--- src/rtl/isa_pkg.sv ---
// ISA definitions shared by the fetch unit and the control decoder.
// Holds the fixed opcode encodings, instruction field bit positions,
// the sliced-field struct and the opcode legality check.
package isa_pkg;

    typedef enum logic [4:0] {
        OP_ADD      = 5'd0,
        OP_SUB      = 5'd1,
        OP_MUL      = 5'd2,
        OP_AND      = 5'd3,
        OP_OR       = 5'd4,
        OP_LBD      = 5'd10,
        OP_LDW      = 5'd11,
        OP_STB      = 5'd12,
        OP_STW      = 5'd13,
        OP_MOV      = 5'd14,
        OP_BEQ      = 5'd20,
        OP_JUMP     = 5'd21,
        OP_TLBWRITE = 5'd30,
        OP_IRET     = 5'd31
    } opcode_t;

    localparam int unsigned OP_MSB  = 31;
    localparam int unsigned OP_LSB  = 27;
    localparam int unsigned RD_MSB  = 26;
    localparam int unsigned RD_LSB  = 22;
    localparam int unsigned RS_MSB  = 21;
    localparam int unsigned RS_LSB  = 17;
    localparam int unsigned RT_MSB  = 16;
    localparam int unsigned RT_LSB  = 12;
    localparam int unsigned IMM_MSB = 11;
    localparam int unsigned IMM_LSB = 0;

    typedef struct packed {
        logic [4:0]  op;
        logic [4:0]  rd;
        logic [4:0]  rs;
        logic [4:0]  rt;
        logic [11:0] imm;
    } instr_fields_t;

    function automatic logic is_legal_op(input logic [4:0] op);
        case (op)
            OP_ADD, OP_SUB, OP_MUL, OP_AND, OP_OR,
            OP_LBD, OP_LDW, OP_STB, OP_STW, OP_MOV,
            OP_BEQ, OP_JUMP, OP_TLBWRITE, OP_IRET: return 1'b1;
            default:                               return 1'b0;
        endcase
    endfunction

endpackage

--- src/rtl/instr_fetch_if.sv ---
// Bus bundle of the instruction fetch unit.
//   imem_*     : req/ack fetch channel to instruction memory
//   instr_*    : valid/ready channel carrying sliced fields to the decoder
//   redirect_* : taken branch/jump target from the execute stage
// master = fetch unit side, slave = environment (memory/decoder/execute) side.
interface instr_fetch_if #(
    parameter int unsigned ADDR_W = 16
);
    logic              imem_req;
    logic [ADDR_W-1:0] imem_addr;
    logic              imem_ack;
    logic [31:0]       imem_rdata;

    logic              instr_valid;
    logic              instr_ready;
    logic [4:0]        op;
    logic [4:0]        rd;
    logic [4:0]        rs;
    logic [4:0]        rt;
    logic [11:0]       imm;
    logic [ADDR_W-1:0] pc_out;
    logic              illegal_op;

    logic              redirect_valid;
    logic [ADDR_W-1:0] redirect_pc;

    modport master (
        output imem_req, imem_addr, instr_valid, op, rd, rs, rt, imm, pc_out, illegal_op,
        input  imem_ack, imem_rdata, instr_ready, redirect_valid, redirect_pc
    );

    modport slave (
        input  imem_req, imem_addr, instr_valid, op, rd, rs, rt, imm, pc_out, illegal_op,
        output imem_ack, imem_rdata, instr_ready, redirect_valid, redirect_pc
    );
endinterface

--- src/rtl/instr_slicer.sv ---
// Combinational instruction slicer: splits a 32-bit instruction word into
// op/rd/rs/rt/imm and flags opcodes outside the defined set.
//   word    : raw instruction word from memory
//   fields  : sliced fields (imm raw, not extended)
//   illegal : op is not a defined opcode
module instr_slicer
    import isa_pkg::*;
(
    input  logic [31:0]   word,
    output instr_fields_t fields,
    output logic          illegal
);
    always_comb begin
        fields.op  = word[OP_MSB:OP_LSB];
        fields.rd  = word[RD_MSB:RD_LSB];
        fields.rs  = word[RS_MSB:RS_LSB];
        fields.rt  = word[RT_MSB:RT_LSB];
        fields.imm = word[IMM_MSB:IMM_LSB];
        illegal    = !is_legal_op(word[OP_MSB:OP_LSB]);
    end
endmodule

--- src/rtl/instr_fetch.sv ---
// Instruction fetch unit. Owns the PC, issues one outstanding req/ack fetch
// at a time, registers the sliced fields and offers them to the decoder over
// valid/ready. A redirect from execute replaces the PC and kills any fetch
// still in flight.
//   clk, rst_n : clock (rising edge), asynchronous active-low reset
//   bus        : fetch unit side of instr_fetch_if (memory, decoder, redirect)
module instr_fetch
    import isa_pkg::*;
#(
    parameter int unsigned ADDR_W   = 16,
    parameter int unsigned RESET_PC = 0
) (
    input  logic           clk,
    input  logic           rst_n,
    instr_fetch_if.master  bus
);
    localparam logic [ADDR_W-1:0] PC_INIT = ADDR_W'(RESET_PC);

    typedef enum logic {
        FETCH = 1'b0,
        VALID = 1'b1
    } state_t;

    state_t            state;
    logic              running;   // low only during and right out of reset
    logic              kill;      // outstanding fetch belongs to a redirected-away path
    logic [ADDR_W-1:0] pc;        // next/current PC, may run ahead of addr on redirect
    logic [ADDR_W-1:0] addr;      // address of the outstanding request
    logic [ADDR_W-1:0] pc_out_q;
    instr_fields_t     fields_d;
    instr_fields_t     fields_q;
    logic              illegal_d;
    logic              illegal_q;

    instr_slicer u_slicer (
        .word    (bus.imem_rdata),
        .fields  (fields_d),
        .illegal (illegal_d)
    );

    // A redirect arriving while a request is pending only updates pc and
    // marks the request as killed; addr stays put until that request is
    // acked so the memory sees a stable req/addr pair.
    always_ff @(posedge clk or negedge rst_n) begin
        if (!rst_n) begin
            state     <= FETCH;
            running   <= 1'b0;
            kill      <= 1'b0;
            pc        <= PC_INIT;
            addr      <= PC_INIT;
            pc_out_q  <= PC_INIT;
            fields_q  <= '0;
            illegal_q <= 1'b0;
        end else begin
            running <= 1'b1;
            case (state)
                FETCH: begin
                    if (running) begin
                        if (bus.imem_ack) begin
                            if (kill || bus.redirect_valid) begin
                                pc   <= bus.redirect_valid ? bus.redirect_pc : pc;
                                addr <= bus.redirect_valid ? bus.redirect_pc : pc;
                                kill <= 1'b0;
                            end else begin
                                fields_q  <= fields_d;
                                illegal_q <= illegal_d;
                                pc_out_q  <= pc;
                                state     <= VALID;
                            end
                        end else if (bus.redirect_valid) begin
                            pc   <= bus.redirect_pc;
                            kill <= 1'b1;
                        end
                    end
                end
                VALID: begin
                    if (bus.redirect_valid) begin
                        pc    <= bus.redirect_pc;
                        addr  <= bus.redirect_pc;
                        state <= FETCH;
                    end else if (bus.instr_ready) begin
                        pc    <= pc + ADDR_W'(1);
                        addr  <= pc + ADDR_W'(1);
                        state <= FETCH;
                    end
                end
                default: state <= FETCH;
            endcase
        end
    end

    assign bus.imem_req    = running && (state == FETCH);
    assign bus.imem_addr   = addr;
    // Redirect masks valid so no transfer can complete in a redirect cycle.
    assign bus.instr_valid = (state == VALID) && !bus.redirect_valid;
    assign bus.op          = fields_q.op;
    assign bus.rd          = fields_q.rd;
    assign bus.rs          = fields_q.rs;
    assign bus.rt          = fields_q.rt;
    assign bus.imm         = fields_q.imm;
    assign bus.pc_out      = pc_out_q;
    assign bus.illegal_op  = illegal_q;
endmodule
--- src/flat_wrapper.sv ---
// flat-port wrapper written by rule: the top's interface ports become plain ports
module instr_fetch_flat import isa_pkg::*;
#(
    parameter int unsigned ADDR_W   = 16,
    parameter int unsigned RESET_PC = 0
)
  (clk, rst_n, bus_imem_req, bus_imem_addr, bus_instr_valid, bus_op, bus_rd, bus_rs, bus_rt, bus_imm, bus_pc_out, bus_illegal_op, bus_imem_ack, bus_imem_rdata, bus_instr_ready, bus_redirect_valid, bus_redirect_pc);
  instr_fetch_if #(.ADDR_W(ADDR_W)) bus_i ();
  input  logic clk;
  input  logic rst_n;
  output wire logic [$bits(bus_i.imem_req)-1:0] bus_imem_req;
  output wire logic [$bits(bus_i.imem_addr)-1:0] bus_imem_addr;
  output wire logic [$bits(bus_i.instr_valid)-1:0] bus_instr_valid;
  output wire logic [$bits(bus_i.op)-1:0] bus_op;
  output wire logic [$bits(bus_i.rd)-1:0] bus_rd;
  output wire logic [$bits(bus_i.rs)-1:0] bus_rs;
  output wire logic [$bits(bus_i.rt)-1:0] bus_rt;
  output wire logic [$bits(bus_i.imm)-1:0] bus_imm;
  output wire logic [$bits(bus_i.pc_out)-1:0] bus_pc_out;
  output wire logic [$bits(bus_i.illegal_op)-1:0] bus_illegal_op;
  input wire logic [$bits(bus_i.imem_ack)-1:0] bus_imem_ack;
  input wire logic [$bits(bus_i.imem_rdata)-1:0] bus_imem_rdata;
  input wire logic [$bits(bus_i.instr_ready)-1:0] bus_instr_ready;
  input wire logic [$bits(bus_i.redirect_valid)-1:0] bus_redirect_valid;
  input wire logic [$bits(bus_i.redirect_pc)-1:0] bus_redirect_pc;
  assign bus_imem_req = bus_i.imem_req;
  assign bus_imem_addr = bus_i.imem_addr;
  assign bus_instr_valid = bus_i.instr_valid;
  assign bus_op = bus_i.op;
  assign bus_rd = bus_i.rd;
  assign bus_rs = bus_i.rs;
  assign bus_rt = bus_i.rt;
  assign bus_imm = bus_i.imm;
  assign bus_pc_out = bus_i.pc_out;
  assign bus_illegal_op = bus_i.illegal_op;
  assign bus_i.imem_ack = bus_imem_ack;
  assign bus_i.imem_rdata = bus_imem_rdata;
  assign bus_i.instr_ready = bus_instr_ready;
  assign bus_i.redirect_valid = bus_redirect_valid;
  assign bus_i.redirect_pc = bus_redirect_pc;
  instr_fetch #(.ADDR_W(ADDR_W), .RESET_PC(RESET_PC)) u_core (.clk(clk), .rst_n(rst_n), .bus(bus_i));
endmodule
--- config.mk ---
export PLATFORM = sky130hd
export DESIGN_NAME = instr_fetch_flat
export DESIGN_NICKNAME = d
export VERILOG_FILES = /design/src/rtl/isa_pkg.sv /design/src/rtl/instr_fetch_if.sv /design/src/rtl/instr_slicer.sv /design/src/rtl/instr_fetch.sv /design/src/flat_wrapper.sv
export SDC_FILE = /design/constraint.sdc
export NUM_CORES = 1
export LEC_CHECK = 0
export CAP_MARGIN = 20
export CORE_MARGIN = 5
export CORE_UTILIZATION = 40
export CTS_BUF_LIST = sky130_fd_sc_hd__clkbuf_16
export DETAILED_ROUTE_END_ITERATION = 10
export PLACE_DENSITY_LB_ADDON = 0.2
export SETUP_SLACK_MARGIN = 0.4
export SLEW_MARGIN = 40
export SYNTH_ARGS = -nofsm -noshare
export SYNTH_HDL_FRONTEND = slang
export SYNTH_SLANG_ARGS = --single-unit
--- constraint.sdc ---
create_clock -name clk -period 5.2 [get_ports clk]
set_input_delay 1.56 -clock clk [delete_from_list [all_inputs] [get_ports clk]]
set_output_delay 1.56 -clock clk [all_outputs]
set_load 0.02 [all_outputs]
run_1/m1.png
Scale bar: 20 um.
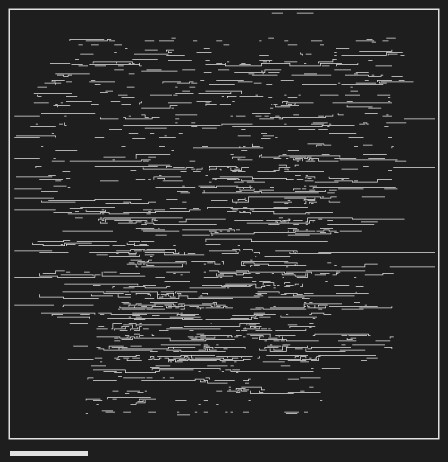
446 nets have wire on it. The layer carries 4090 um of wire. The layer holds 43% of the routed length.

run_1/m2.png
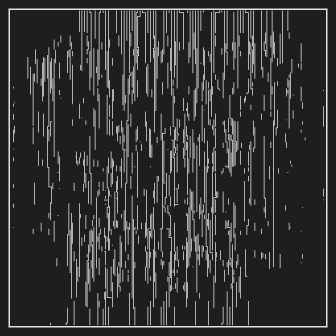
The wires run mostly vertical. The layer carries 4670 um of wire.
WL final: 9511 um
met2 usage: 0.2461
routed vias: 3000

==> results.tsv, run 1 <==
metric	value	unit
cpMaxStageDelayCell	clkdlybuf4s50_1	
crit_buf_inv	3	
syn_area_per_cell	11.58	um2
tool_warnings	26	
antenna_found_initial	0	
arrival	2620	ps
regArea	0.002102	mm2
top_power_group	registers	
worst_r2r_path_depth	5	
ys_cells	346	
synthDistinctLibCells	62	
mux_share	0.1617	
wl_met3	492	um
powerSeq	1.00	mW
async_flop_share	1.000	
compound_area_frac	0.1233	
clockRootBuffer	clkbuf_16	
inverters	8	
cts_tree	done	
die_area	0.01212	mm2
path_class	in2out	
fin_skew	5.688	ps
top_usage_layer	met2	
power	2.523	mW
min_from	u_core.bus.imem_addr[13]$_DFFE_PN0P_	
xor_share	0.01093	
antennaDiodeCount	0	
leakage	2.275	nW
worst_setup_path_end_kind	output port	
logic_family	multiplexers	
syn2layout_area_growth	38.18	%
yosys.area.top_type	dfrtp_1	
setup_tns	0	ps
fillers	849	
edf_count	0	
use_met3	0.04193	
via_per_inst	5.051	
dominant_cells	registers	
wl_met2	4670	um
cap_violations	0	
wl_per_cell	16.01	um
ys_warn_count	0	
clock_area_frac	0.05038	
final_hold_viol_count	0	
routed.top_layer	met4	
grt_setup_unrepaired	no	
grt_max_degree	85	
max_slew.worst_pin.slew	708.3	ps
die_h	110.1	um
drive_gt1_frac	0.1866	
drtIter0Drc	106	
seq_share	0.3796	
p_comb_frac	0.366	
run_status	finished, final reports clean	
firstDrtPassIters	5	
r2r-end	u_core.bus.imem_addr[14]$_DFFE_PN0P_	
nFlopsAndLatches	84	
synthTopCellsByArea	dfrtp_1, mux2_2, o21ai_0	
comb_cells	229	
cts.sinks	84	
die_x	110.1	um
synth-adder-area-share	0.005620	
signal_buffers	124	
vdd_drop_max	0.0002179	V
setup_violations	0	
gp_congestion	0.7925	
track_usage	0.1606	
synth_area	0.004008	mm2
powerComb	924	uW
hold-path-endpoint	u_core.bus.imem_addr[13]$_DFFE_PN0P_	
lay_top_count	clkdlybuf4s50_1	
switching_share	0.3389	
max_stage_delay	620	ps
n_tap_cell	133	
yosysChipArea	0.004008	mm2
cts_resized	0	
worstSkewPairLatency	340	ps
numCtsBuffers	9	
drv_slew	0	
post-route-min-period	4185	ps
clkPwrFrac	0.236	
cp_top_family	buffers and inverters	
holdBufCountCts	0	
comb_area_frac	0.3129	
worstHoldPathCells	2	
io-pin-count	120	
ff2ff_setup_slack	2790	ps
drcViolationCount	0	
grt_pass1_vias	3024	
p_int	1.668	mW
crit_path_start_kind	input port	
run_1/util_map.png
Scale bar: 20 um. The die is cut into 11 by 11 equal tiles; black is low, pale yellow is high, 0 to 100% covered.
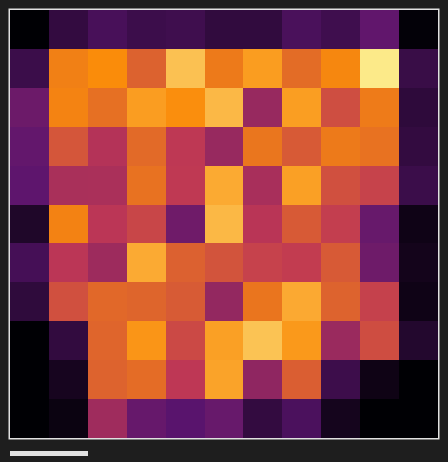
6.6% of the tiles are nearly empty. The emptiest ninth of the die: bottom right. 14% of the tiles are over 75% full. The fullest tile reaches 96%. The densest ninth of the die: middle.
Final Util: 0.5666
CORE AREA: 0.009774 mm2
FP Util: 0.4100

run 1: how the worst max path moves through the flow:
stage                      end  slack [ps]  depth (start not counted)                from
2_1_floorplan  bus_instr_valid        1720                          2  bus_redirect_valid
3_3_place_gp   bus_instr_valid        1010                          4  bus_redirect_valid
3_5_place_dp   bus_instr_valid        1010                          4  bus_redirect_valid
4_1_cts        bus_instr_valid        1000                          4  bus_redirect_valid
5_1_grt        bus_instr_valid         970                          4  bus_redirect_valid
6_report       bus_instr_valid        1020                          4  bus_redirect_valid
run 1: cell families (layout without fill, tap and decap cells):
| family | Yosys count | count (layout) |
|---|---|---|
| AND/OR/NAND/NOR | 89 | 89 |
| flip-flops | 84 | 84 |
| AND-OR/OR-AND | 74 | 74 |
| multiplexers | 58 | 58 |
| buffers and inverters | 33 | 148 |
| XOR/XNOR | 5 | 5 |
| adder cells (fa/ha/maj) | 2 | 2 |
| other | 1 | 1 |
run 1: metrics by stage:
step                  util  instances  setup slack (ps)  instance area, um2  hold slack, ps
detailed placement  0.5378        578              1007                5256           474.3
floorplan                -        346              1717                4008           500.9
CTS                 0.5663        594              1004                5535           488.2
global route        0.5666        594             969.8                5538           512.3
global placement    0.5374        578              1014                5253           466.9
finish              0.5666        594              1015                5538           480.7
run 1: sequential cells by signal, indices dropped and copies added (netlist names):
signal and count:
u_core.bus.op 5, u_core.bus.pc_out 16, u_core.bus.imem_addr 16, u_core.bus.rd 5, u_core.bus.imm 12, u_core.running 1, u_core.state 1, u_core.kill 1
u_core.bus.rt 5, u_core.bus.rs 5, u_core.bus.illegal_op 1, u_core.pc 16
run 1: worst min-delay path: stages, from the launching register on:
cell     delay [ps]
dfrtp_1         340
nand2_1          50
o21ai_0          60
run_1/congestion_map.png
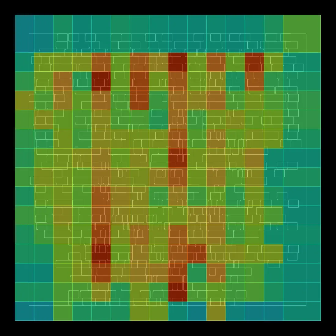

==> run 1 -> run 2 <==
- clock period: 5.2 -> 4.1 ns (I/O delays scaled with it)
run_2/congestion_map.png
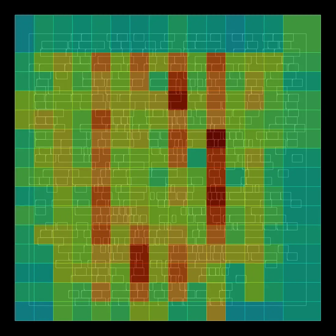
Final Util: 0.5703
busiest grt layer: met2
total global-route track usage: 0.1624
met1 Usage GRT: 0.2143
routed length per instance: 16.09 um

==> run 2 against run 1 <==
Hold slack about the same. Highest routed layer unchanged. Via count up 1.2%. Area after synthesis did not move. Wire length grew 0.50%. Sequential power grew 27%. Sequential cell count is the same.
==> results.tsv, run 2 <==
metric	value	unit	change
synth-adder-area-share	0.005620		unchanged
synthTopCellsByArea	dfrtp_1, mux2_2, o21ai_0		
setup_slack	537.3	ps	-478.1 ps
syn2layout_area_growth	39.09	%	
fillers	850		+0.12%
setup_violations	0		unchanged
fin_cells	594		unchanged
crit_buf_inv	3		unchanged
cts_resized	0		unchanged
arrival	2330	ps	-290 ps
drive_gt1_frac	0.1887		+0.002169
die_area	0.01212	mm2	unchanged
xor_share	0.01093		unchanged
synth_top_area_share	0.5245		
power	3.273	mW	+30%
ant_nets	0		
tool_warnings	26		unchanged
post-place-ws	538.2	ps	-469.0 ps
worstSkewPairLatency	340	ps	about the same
relSlewSlack	0.4792		
fin_area	0.005574	mm2	+0.66%
cts.sinks	84		unchanged
die_x	110.1	um	unchanged
synth_nets	400		
yosys.area.top_type	dfrtp_1		
hp-class	reg2reg		
row_count	36		
syn_area_per_cell	11.58	um2	unchanged
edf_count	0		unchanged
max_slew.worst_pin.slew	777.5	ps	+69.19 ps
powerDensity	587.2	mW/mm2	
clk_pin_slew	60	ps	
gp_congestion	0.7825		-1.3%
antenna_found_initial	0		unchanged
nNetsFinal	511		
path_max_fanout	5		
ys_seq_share	0.5245		
firstDrtPassIters	4		-1
combGateArea	0.001742	mm2	
htree_levels	3		
via_per_inst	5.111		+1.2%
ff_type	dfrtp_1		
dp_hpwl	6687	um	
ys_top_cells_by_count	dfrtp_1, mux2_2, nand2_1		
worst_setup_path_end_kind	output port		
synth_area	0.004008	mm2	unchanged
timing.fmax	0.2807	GHz	
lay_top_count	clkdlybuf4s50_1		
ys_warn_count	0		unchanged
run_status	finished, final reports clean		
holdBufCountCts	0		unchanged
crit_path_start_kind	input port		
drv_slew	0		unchanged
final_hold_viol_count	0		unchanged
dp.cells	579		+0.17%
grt_first_pass_wirelength	15360	um	
compound_area_frac	0.1233		unchanged
cpMaxStageDelayCell	clkdlybuf4s50_1		
grt_setup_unrepaired	no		
postCtsSetupRepairBufs	0		
clockRootBuffer	clkbuf_16		
holdWs	480.6	ps	-0.07600 ps
grt_max_degree	85		unchanged
antennaDiodeCount	0		unchanged
fin_skew	7.576	ps	+1.888 ps
drtIter0Drc	133		+25%
regArea	0.002102	mm2	unchanged
path_cells	buf_2 -> nand2b_1 -> inv_1 -> clkdlybuf4s50_1		
logic_family	multiplexers		
ys_ff	84		
layout_top_cells	clkdlybuf4s50_1, dfrtp_1, mux2_2		
die_h	110.1	um	unchanged
period_used_share	0.8689		
leakage	2.290	nW	+0.68%
cap_violations	0		unchanged
synth_cells	346		
grt_overflow	0		
yosysMostFrequentCell	dfrtp_1		
clock_path_buffers	2		
design.core.area	0.009774	mm2	unchanged
io-pin-count	120		unchanged
ys_sh_simple	0.1268		
critPathRequiredTime	2870	ps	
grt_pass1_vias	3078		+1.8%
ys_cells	346		unchanged
vdd_drop_max	0.0002934	V	+35%
mux_share	0.1617		unchanged
max_stage_delay	620	ps	about the same
floorplan.core_util	0.4100		unchanged
yosysChipArea	0.004008	mm2	unchanged
path_class	in2out		
synthDistinctLibCells	62		unchanged
post-route-min-period	3563	ps	
async_flop_share	1.000		unchanged
port_buffers	119		
numCtsBuffers	9		unchanged
cp_top_family	buffers and inverters		
placed_area	0.005273	mm2	+0.31%
cts_tree	done		
drcViolationCount	0		unchanged
setup_tns	0	ps	unchanged
run_2/m2.png
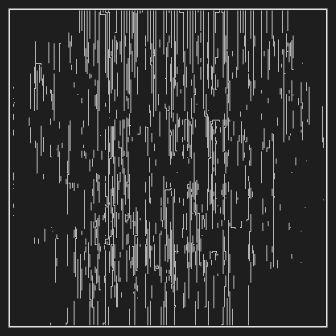
The layer carries 4580 um of wire. 447 nets have wire on it. The wires run mostly vertical.
WL final: 9559 um
met2 usage: 0.2530
routed vias: 3036

run 2: cell counts after synthesis:
No cell type changed its count.
run 2: worst paths after layout:
check | start | end | slack (ps) | cells after the start
min in group asynchronous | rst_n | u_core.bus.imem_addr[8]$_DFFE_PN0P_ | 930 | 1
max in group asynchronous | rst_n | u_core.bus.imem_addr[2]$_DFFE_PN0P_ | 2680 | 1
max | bus_redirect_valid | bus_instr_valid | 540 | 4
min | u_core.bus.imem_addr[2]$_DFFE_PN0P_ | u_core.bus.imem_addr[2]$_DFFE_PN0P_ | 480 | 2
min reg2reg | u_core.bus.imem_addr[2]$_DFFE_PN0P_ | u_core.bus.imem_addr[2]$_DFFE_PN0P_ | 480 | 2
max reg2reg | u_core.pc[0]$_DFFE_PN0P_ | u_core.bus.imem_addr[8]$_DFFE_PN0P_ | 1990 | 5
run 2: cell families after synthesis:
group / after synthesis
compound gates: 74
xor+xnor: 5
fa+ha+maj: 2
buf+inv: 33
flops: 84
mux: 58
other cells: 1
simple gates: 89
run 2: final cells by class:
type | count | share of cell area
clock buffers | 9 | 0.04040
clock inverters | 6 | 0.01324
inverters | 8 | 0.005387
multi-input cells | 229 | 0.3125
flip-flops and latches | 84 | 0.3771
well taps | 133 | 0.02985
repair buffers | 125 | 0.2215
run 2: layer usage:
| layer | up-vias | wire (um) | track usage |
|---|---|---|---|
| met3 | 20 | 546 | 0.04077 |
| met4 | 0 | 272 | 0.07212 |
| li1 | 1470 | - | - |
| met2 | 77 | 4579 | 0.2530 |
| met1 | 1469 | 4162 | 0.2143 |
| met5 | - | 0 | 0 |
run 2: power breakdown:
group	total [mW]	internal, mW	switching (mW)
logic	1.18	0.625	0.555
clock network	0.823	0.476	0.347
registers	1.27	1.08	0.190
run_2/m1.png
Scale bar: 20 um.
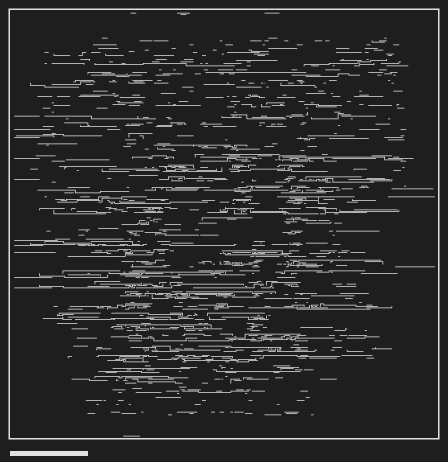

==> run 2 -> run 3 <==
- CORE_ASPECT_RATIO: default -> 0.75
run_3/m1.png
Scale bar: 50 um.
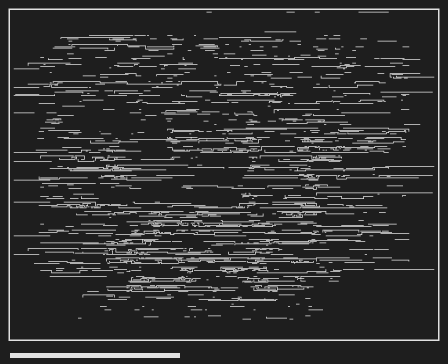
met1 Usage GRT: 0.2311
WL final: 9612 um

run_3/route_heat.png
Scale bar: 50 um. The die is cut into 25 by 19 equal tiles; black is low, pale yellow is high, scaled to the fullest tile. Values are wire area over tile area, all layers added.
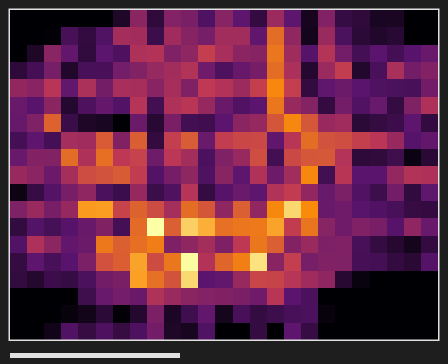
18% of the tiles are over half the peak. The fullest tile reaches 0.40. The emptiest ninth of the die: bottom right. 11% of the tiles are nearly empty.
total global-route track usage: 0.1602
routed length per instance: 16.15 um

==> run 3 against run 2 <==
Die area increased by 0.17%. First-iteration DRC count rose by 31%. Hold slack got worse by 6.4 ps. Largest cell class unchanged. Non-clock buffer count is 1 higher. Critical path type unchanged. Utilization barely moved. Worst setup slack better by 48 ps. Critical path depth unchanged. Clock power shrank 5.1%. Via count shrank 1.0%. Sequential share of layout area up 0.12 points. Combinational power is essentially flat.
==> results.tsv, run 3 <==
metric	value	unit	change
synth_nets	400		unchanged
cpMaxStageDelayCell	clkdlybuf4s50_1		
synthDistinctLibCells	62		unchanged
grt_overflow	0		unchanged
lay_top_count	clkdlybuf4s50_1		
num_vias	3005		-1.0%
antenna_found_initial	0		unchanged
grt_setup_unrepaired	no		
synth_top_area_share	0.5245		unchanged
path_max_fanout	5		unchanged
via_per_inst	5.050		-1.2%
io-pin-count	120		unchanged
cts_tree	done		
run_status	finished, final reports clean		
setup_slack	585.4	ps	+48.07 ps
dp_hpwl	6682	um	about the same
die_area	0.01214	mm2	+0.17%
grt_pass1_vias	3011		-2.2%
hold-path-endpoint	u_core.bus.imem_addr[9]$_DFFE_PN0P_		
firstDrtPassIters	4		unchanged
arrival	2280	ps	-50 ps
crit_buf_inv	3		unchanged
syn2layout_area_growth	38.65	%	
synth_cells	346		unchanged
regArea	0.002102	mm2	unchanged
layout_top_cells	clkdlybuf4s50_1, dfrtp_1, mux2_2		
leakage	2.297	nW	+0.29%
placed_area	0.005270	mm2	about the same
max_slew.worst_pin.slew	678.4	ps	-99.12 ps
cts_resized	0		unchanged
post-route-min-period	3515	ps	-48.07 ps
nNetsFinal	512		+0.20%
ff_type	dfrtp_1		
edf_count	0		unchanged
post-place-ws	567.8	ps	+29.66 ps
path_cells	buf_2 -> nand2b_1 -> inv_1 -> clkdlybuf4s50_1		
fillers	840		-1.2%
die_x	125.6	um	+14%
grt_first_pass_wirelength	16010	um	+4.3%
drcViolationCount	0		unchanged
postCtsSetupRepairBufs	0		unchanged
drive_gt1_frac	0.1857		-0.002975
yosysChipArea	0.004008	mm2	unchanged
htree_levels	3		unchanged
fin_cells	595		+0.17%
relSlewSlack	0.5464		+0.06723
r2r-end	u_core.pc[13]$_DFFE_PN0P_		
critPathRequiredTime	2870	ps	about the same
ys_warn_count	0		unchanged
antennaDiodeCount	0		unchanged
cts.sinks	84		unchanged
yosys.area.top_type	dfrtp_1		
setup_tns	0	ps	unchanged
die_h	96.69	um	-12%
fin_area	0.005557	mm2	-0.31%
grt_max_degree	85		unchanged
max_stage_delay	620	ps	about the same
dp.cells	579		unchanged
worst_setup_path_end_kind	output port		
holdBufCountCts	0		unchanged
floorplan.core_util	0.4116		+0.001633
synthTopCellsByArea	dfrtp_1, mux2_2, o21ai_0		
port_buffers	119		unchanged
path_class	in2out		
holdWs	474.2	ps	-6.420 ps
-- run 3: where the power goes --
| group | internal, mW | switching (mW) |
|---|---|---|
| combinational | 0.625 | 0.551 |
| clock | 0.463 | 0.318 |
| sequential | 1.08 | 0.193 |
| total | 2.17 | 1.06 |
-- run 3: kinds of logic (layout without fill, tap and decap cells) --
kind of cell	after synthesis	count (layout)	share of synthesized area
AND-OR/OR-AND	74	74	0.1233
XOR/XNOR	5	5	0.01093
adder cells (fa/ha/maj)	2	2	0.005619
buffers and inverters	33	150	0.04620
flip-flops	84	84	0.5245
multiplexers	58	58	0.1617
other	1	1	0.0009357
AND/OR/NAND/NOR	89	89	0.1268
-- run 3: area by class of cell --
type                    instances  area share
repair buffers                126      0.2236
flip-flops and latches         84      0.3783
clock buffers                   9     0.04053
clock inverters                 7     0.01058
well taps                     132     0.02972
multi-input cells             229      0.3119
inverters                       8    0.005404
-- run 3: worst register-to-register path: cells and delay by family, from the launching register on --
kind	cells	cell delay (ps)
AND-OR/OR-AND	3	580
buffers and inverters	2	540
AND/OR/NAND/NOR	1	530
flip-flops	1	380
-- run 3: worst max-delay path by stage --
stage,start,endpoint,slack (ps),cells after the start
floorplan,bus_redirect_valid,bus_instr_valid,1280,2
finish,bus_redirect_valid,bus_instr_valid,590,4
CTS,bus_redirect_valid,bus_instr_valid,570,4
detailed placement,bus_redirect_valid,bus_instr_valid,570,4
global placement,bus_redirect_valid,bus_instr_valid,590,4
global route,bus_redirect_valid,bus_instr_valid,540,4
-- run 3: metal layers --
| layer | global-route usage | share of wire |
|---|---|---|
| met5 | 0 | 0 |
| met4 | 0.03750 | 0.0061 |
| met3 | 0.05011 | 0.050 |
| met2 | 0.2354 | 0.45 |
| met1 | 0.2311 | 0.50 |
Power and IR drop assume default switching activity.
